===== src/rtl/seg_pkg.sv =====
// rtl/seg_pkg.sv - shared seven-segment types, blanking constants and hex decode
package seg_pkg;

    typedef logic [6:0] seg7_t;

    localparam seg7_t      SEG_OFF = 7'h7F;
    localparam logic [7:0] DIG_OFF = 8'hFF;

    // Active-low {g,f,e,d,c,b,a}; unknown inputs fall through to all-off.
    function automatic seg7_t hex_to_seg(input logic [3:0] hex);
        case (hex)
            4'h0:    hex_to_seg = 7'h40;
            4'h1:    hex_to_seg = 7'h79;
            4'h2:    hex_to_seg = 7'h24;
            4'h3:    hex_to_seg = 7'h30;
            4'h4:    hex_to_seg = 7'h19;
            4'h5:    hex_to_seg = 7'h12;
            4'h6:    hex_to_seg = 7'h02;
            4'h7:    hex_to_seg = 7'h78;
            4'h8:    hex_to_seg = 7'h00;
            4'h9:    hex_to_seg = 7'h10;
            4'hA:    hex_to_seg = 7'h08;
            4'hB:    hex_to_seg = 7'h03;
            4'hC:    hex_to_seg = 7'h46;
            4'hD:    hex_to_seg = 7'h21;
            4'hE:    hex_to_seg = 7'h06;
            4'hF:    hex_to_seg = 7'h0E;
            default: hex_to_seg = SEG_OFF;
        endcase
    endfunction

endpackage


===== src/rtl/seg7_decoder.sv =====
// rtl/seg7_decoder.sv - combinational hex to active-low seven-segment decoder
module seg7_decoder
    import seg_pkg::*;
(
    input  logic [3:0] hex_i,
    output logic [6:0] seg_o
);

    assign seg_o = hex_to_seg(hex_i);

endmodule


===== src/rtl/seg_scan_driver.sv =====
// rtl/seg_scan_driver.sv - 8-digit multiplexed seven-segment scanner with blanking
module seg_scan_driver
    import seg_pkg::*;
#(
    parameter int SCAN_DIV     = 50000,
    parameter int BLANK_CYCLES = 2
) (
    input  logic       clk,
    input  logic       rst,
    input  logic       enable,
    output logic [2:0] Rom_addr_out,
    input  logic [3:0] Rom_data_in,
    output logic [6:0] seg_out,
    output logic [7:0] digit_sel,
    output logic       frame_done
);

    localparam int            CW        = (SCAN_DIV > 1) ? $clog2(SCAN_DIV) : 1;
    localparam logic [CW-1:0] DIV_LAST  = CW'(SCAN_DIV - 1);
    localparam logic [CW-1:0] BLANK_END = CW'(BLANK_CYCLES);

    logic [CW-1:0] div_cnt_q, div_cnt_d;
    logic [2:0]    idx_q, idx_d;
    logic [6:0]    seg_q, seg_d;
    logic [7:0]    sel_q, sel_d;
    logic          frame_q, frame_d;
    logic [6:0]    dec_seg;
    logic          period_end;
    logic          show;

    seg7_decoder u_dec (
        .hex_i (Rom_data_in),
        .seg_o (dec_seg)
    );

    assign period_end = (div_cnt_q == DIV_LAST);
    // The ROM address is the live index so the digit read back matches idx_q this cycle.
    assign show       = enable && (div_cnt_q >= BLANK_END);

    always_comb begin
        div_cnt_d = div_cnt_q;
        idx_d     = idx_q;
        frame_d   = 1'b0;
        sel_d     = DIG_OFF;
        seg_d     = SEG_OFF;
        if (enable) begin
            div_cnt_d = period_end ? '0 : div_cnt_q + 1'b1;
            if (period_end) begin
                idx_d   = idx_q + 3'd1;
                frame_d = (idx_q == 3'd7);
            end
        end
        if (show) begin
            sel_d = ~(8'b1 << idx_q);
            seg_d = dec_seg;
        end
    end

    always_ff @(posedge clk or posedge rst) begin
        if (rst) begin
            div_cnt_q <= '0;
            idx_q     <= '0;
            seg_q     <= SEG_OFF;
            sel_q     <= DIG_OFF;
            frame_q   <= 1'b0;
        end else begin
            div_cnt_q <= div_cnt_d;
            idx_q     <= idx_d;
            seg_q     <= seg_d;
            sel_q     <= sel_d;
            frame_q   <= frame_d;
        end
    end

    assign Rom_addr_out = idx_q;
    assign seg_out      = seg_q;
    assign digit_sel    = sel_q;
    assign frame_done   = frame_q;

endmodule


===== config.mk =====
export PLATFORM = sky130hd
export DESIGN_NAME = seg_scan_driver
export DESIGN_NICKNAME = d
export VERILOG_FILES = /design/src/rtl/seg_pkg.sv /design/src/rtl/seg7_decoder.sv /design/src/rtl/seg_scan_driver.sv
export SDC_FILE = /design/constraint.sdc
export NUM_CORES = 1
export LEC_CHECK = 0
export CELL_PAD_IN_SITES_DETAIL_PLACEMENT = 1
export CELL_PAD_IN_SITES_GLOBAL_PLACEMENT = 1
export CORE_MARGIN = 2
export CORE_UTILIZATION = 44
export CTS_BUF_LIST = sky130_fd_sc_hd__clkbuf_4
export DETAILED_ROUTE_END_ITERATION = 10
export PLACE_DENSITY = 0.86
export SETUP_SLACK_MARGIN = 0.2
export SYNTH_ARGS = -nofsm -noshare
export SYNTH_HDL_FRONTEND = slang
export SYNTH_SLANG_ARGS = --single-unit

===== constraint.sdc =====
create_clock -name clk -period 2 [get_ports clk]
set_input_delay 0.5 -clock clk [delete_from_list [all_inputs] [get_ports clk]]
set_output_delay 0.5 -clock clk [all_outputs]
set_load 0.01 [all_outputs]

The clock network:
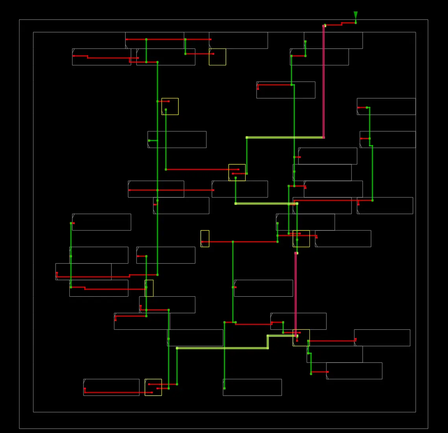
Post-Route Skew: 0.0128 ns
clock sink count: 35
Worst-Skew Late Latency: 0.35 ns
number of flip-flops and latches: 35

Metal layers overlaid:
Only two layers are drawn.
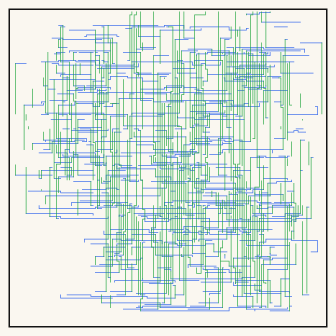
metal 2 -> green  # wire length 3080 µm
metal 1 -> blue  # wire length 2240 µm
routed vias: 1542
aggregate routed wire length: 5.74 mm

repair_timing:
| item | in CTS | in global routing |
|---|---|---|
| pin swaps | 7 | 5 |
| setup endpoints to repair | 32 | 24 |
| gates resized | 36 | 15 |
| buffers inserted | 5 | 6 |
kinds of logic after synthesis:
family          synth area share [%]
flops                           50.7
buf+inv                         3.26
mux                             1.20
xor+xnor                        6.45
fa+ha+maj                       9.92
compound gates                  8.58
simple gates                    19.9
through the flow:
| step | hold slack, ns | total power, µW | area (µm²) | utilization, % |
|---|---|---|---|---|
| 2_1_floorplan | 0.483 | 1190 | 1770 | - |
| 3_3_place_gp | 0.514 | 1370 | 2170 | 55.2 |
| 3_5_place_dp | 0.520 | 1420 | 2170 | 55.2 |
| 4_1_cts | 0.484 | 1890 | 2320 | 59.0 |
| 5_1_grt | 0.523 | 2130 | 2430 | 61.7 |
| 6_report | 0.496 | 2030 | 2430 | 61.7 |
cell type report:
| cell class | instances | area [µm²] | area share, % |
|---|---|---|---|
| repair buffers | 52 | 453 | 18.6 |
| clock inverters | 2 | 7.51 | 0.308 |
| inverters | 9 | 33.8 | 1.39 |
| well taps | 50 | 62.6 | 2.57 |
| clock buffers | 6 | 45.0 | 1.85 |
| multi-input cells | 114 | 931 | 38.3 |
| flip-flops and latches | 35 | 901 | 37.0 |
sequential cells by signal, summed over array words and instances (netlist names):
name / cells
seg_out: 7
frame_done: 1
div_cnt_q: 16
digit_sel: 8
Rom_addr_out: 3
layer usage:
metal / share of wire [%] / vias to the layer above / wire, µm / GRT usage [%]
met5: 0 / - / 0 / 0
met3: 5.3 / 12 / 306 / 4.50
met4: 1.9 / 0 / 110 / 8.93
li1: - / 681 / - / -
met1: 39 / 783 / 2240 / 29.1
met2: 54 / 66 / 3080 / 45.8
==> ci_impl_report.md <==
## Synthesis and layout report

| Metric | Value |
|---|---|
| Upper clock frequency limit | `0.555 GHz` |
| Leading cell type in the layout, fill and taps excluded | `sky130_fd_sc_hd__buf_4` |
| Syn_area_per_cell | `10.8 µm²` |
| RR Endpoint | `div_cnt_q[15]` |
| Number of cells on the critical path | `5` |
| Endpoints failing setup | `0` |
| Initial DRC Count | `137` |
| Top flip-flop cell by instance count after synthesis | `sky130_fd_sc_hd__dfrtp_1` |
| Relative slew slack | `72.3%` |
| Psw | `742 µW` |
| Top-count cell post-synth | `sky130_fd_sc_hd__dfrtp_1` |
| Kind of path behind the tightest hold check | `input port to asynchronous set/reset pin` |
| Path depth of the worst reg2reg path | `5` |
| Clock tree from TritonCTS | `done` |
| Bufs on Longest Clock Path | `2` |
| Total congestion overflow | `0` |
| Maximum capacitance violations | `0` |
| Fraction of final layout cells sized beyond drive strength 1 | `36.2%` |
| Syn Inst Count | `163` |
| Post-route setup TNS | `0 ns` |
| Result of the run | `complete, no violations` |
| Log Warnings | `38` |
| Number of cells in Yosys stat | `163` |
| Mean number of vias per cell | `5.75` |
| Input/output buffers | `25` |
| Worst setup EP type | `flop` |
| All-Layer GR Usage | `25.0%` |
| Detail Placement HPWL | `3.35 mm` |
| I/O pin total | `26` |
| Dpl ws | `-0.0939 ns` |
| Crit Path Class | `flop to flop` |
| Post-synthesis instance area | `1770 µm²` |
| Clock network power consumption | `390 µW` |
No activity file was given, so power comes from the tool's default toggle rates.
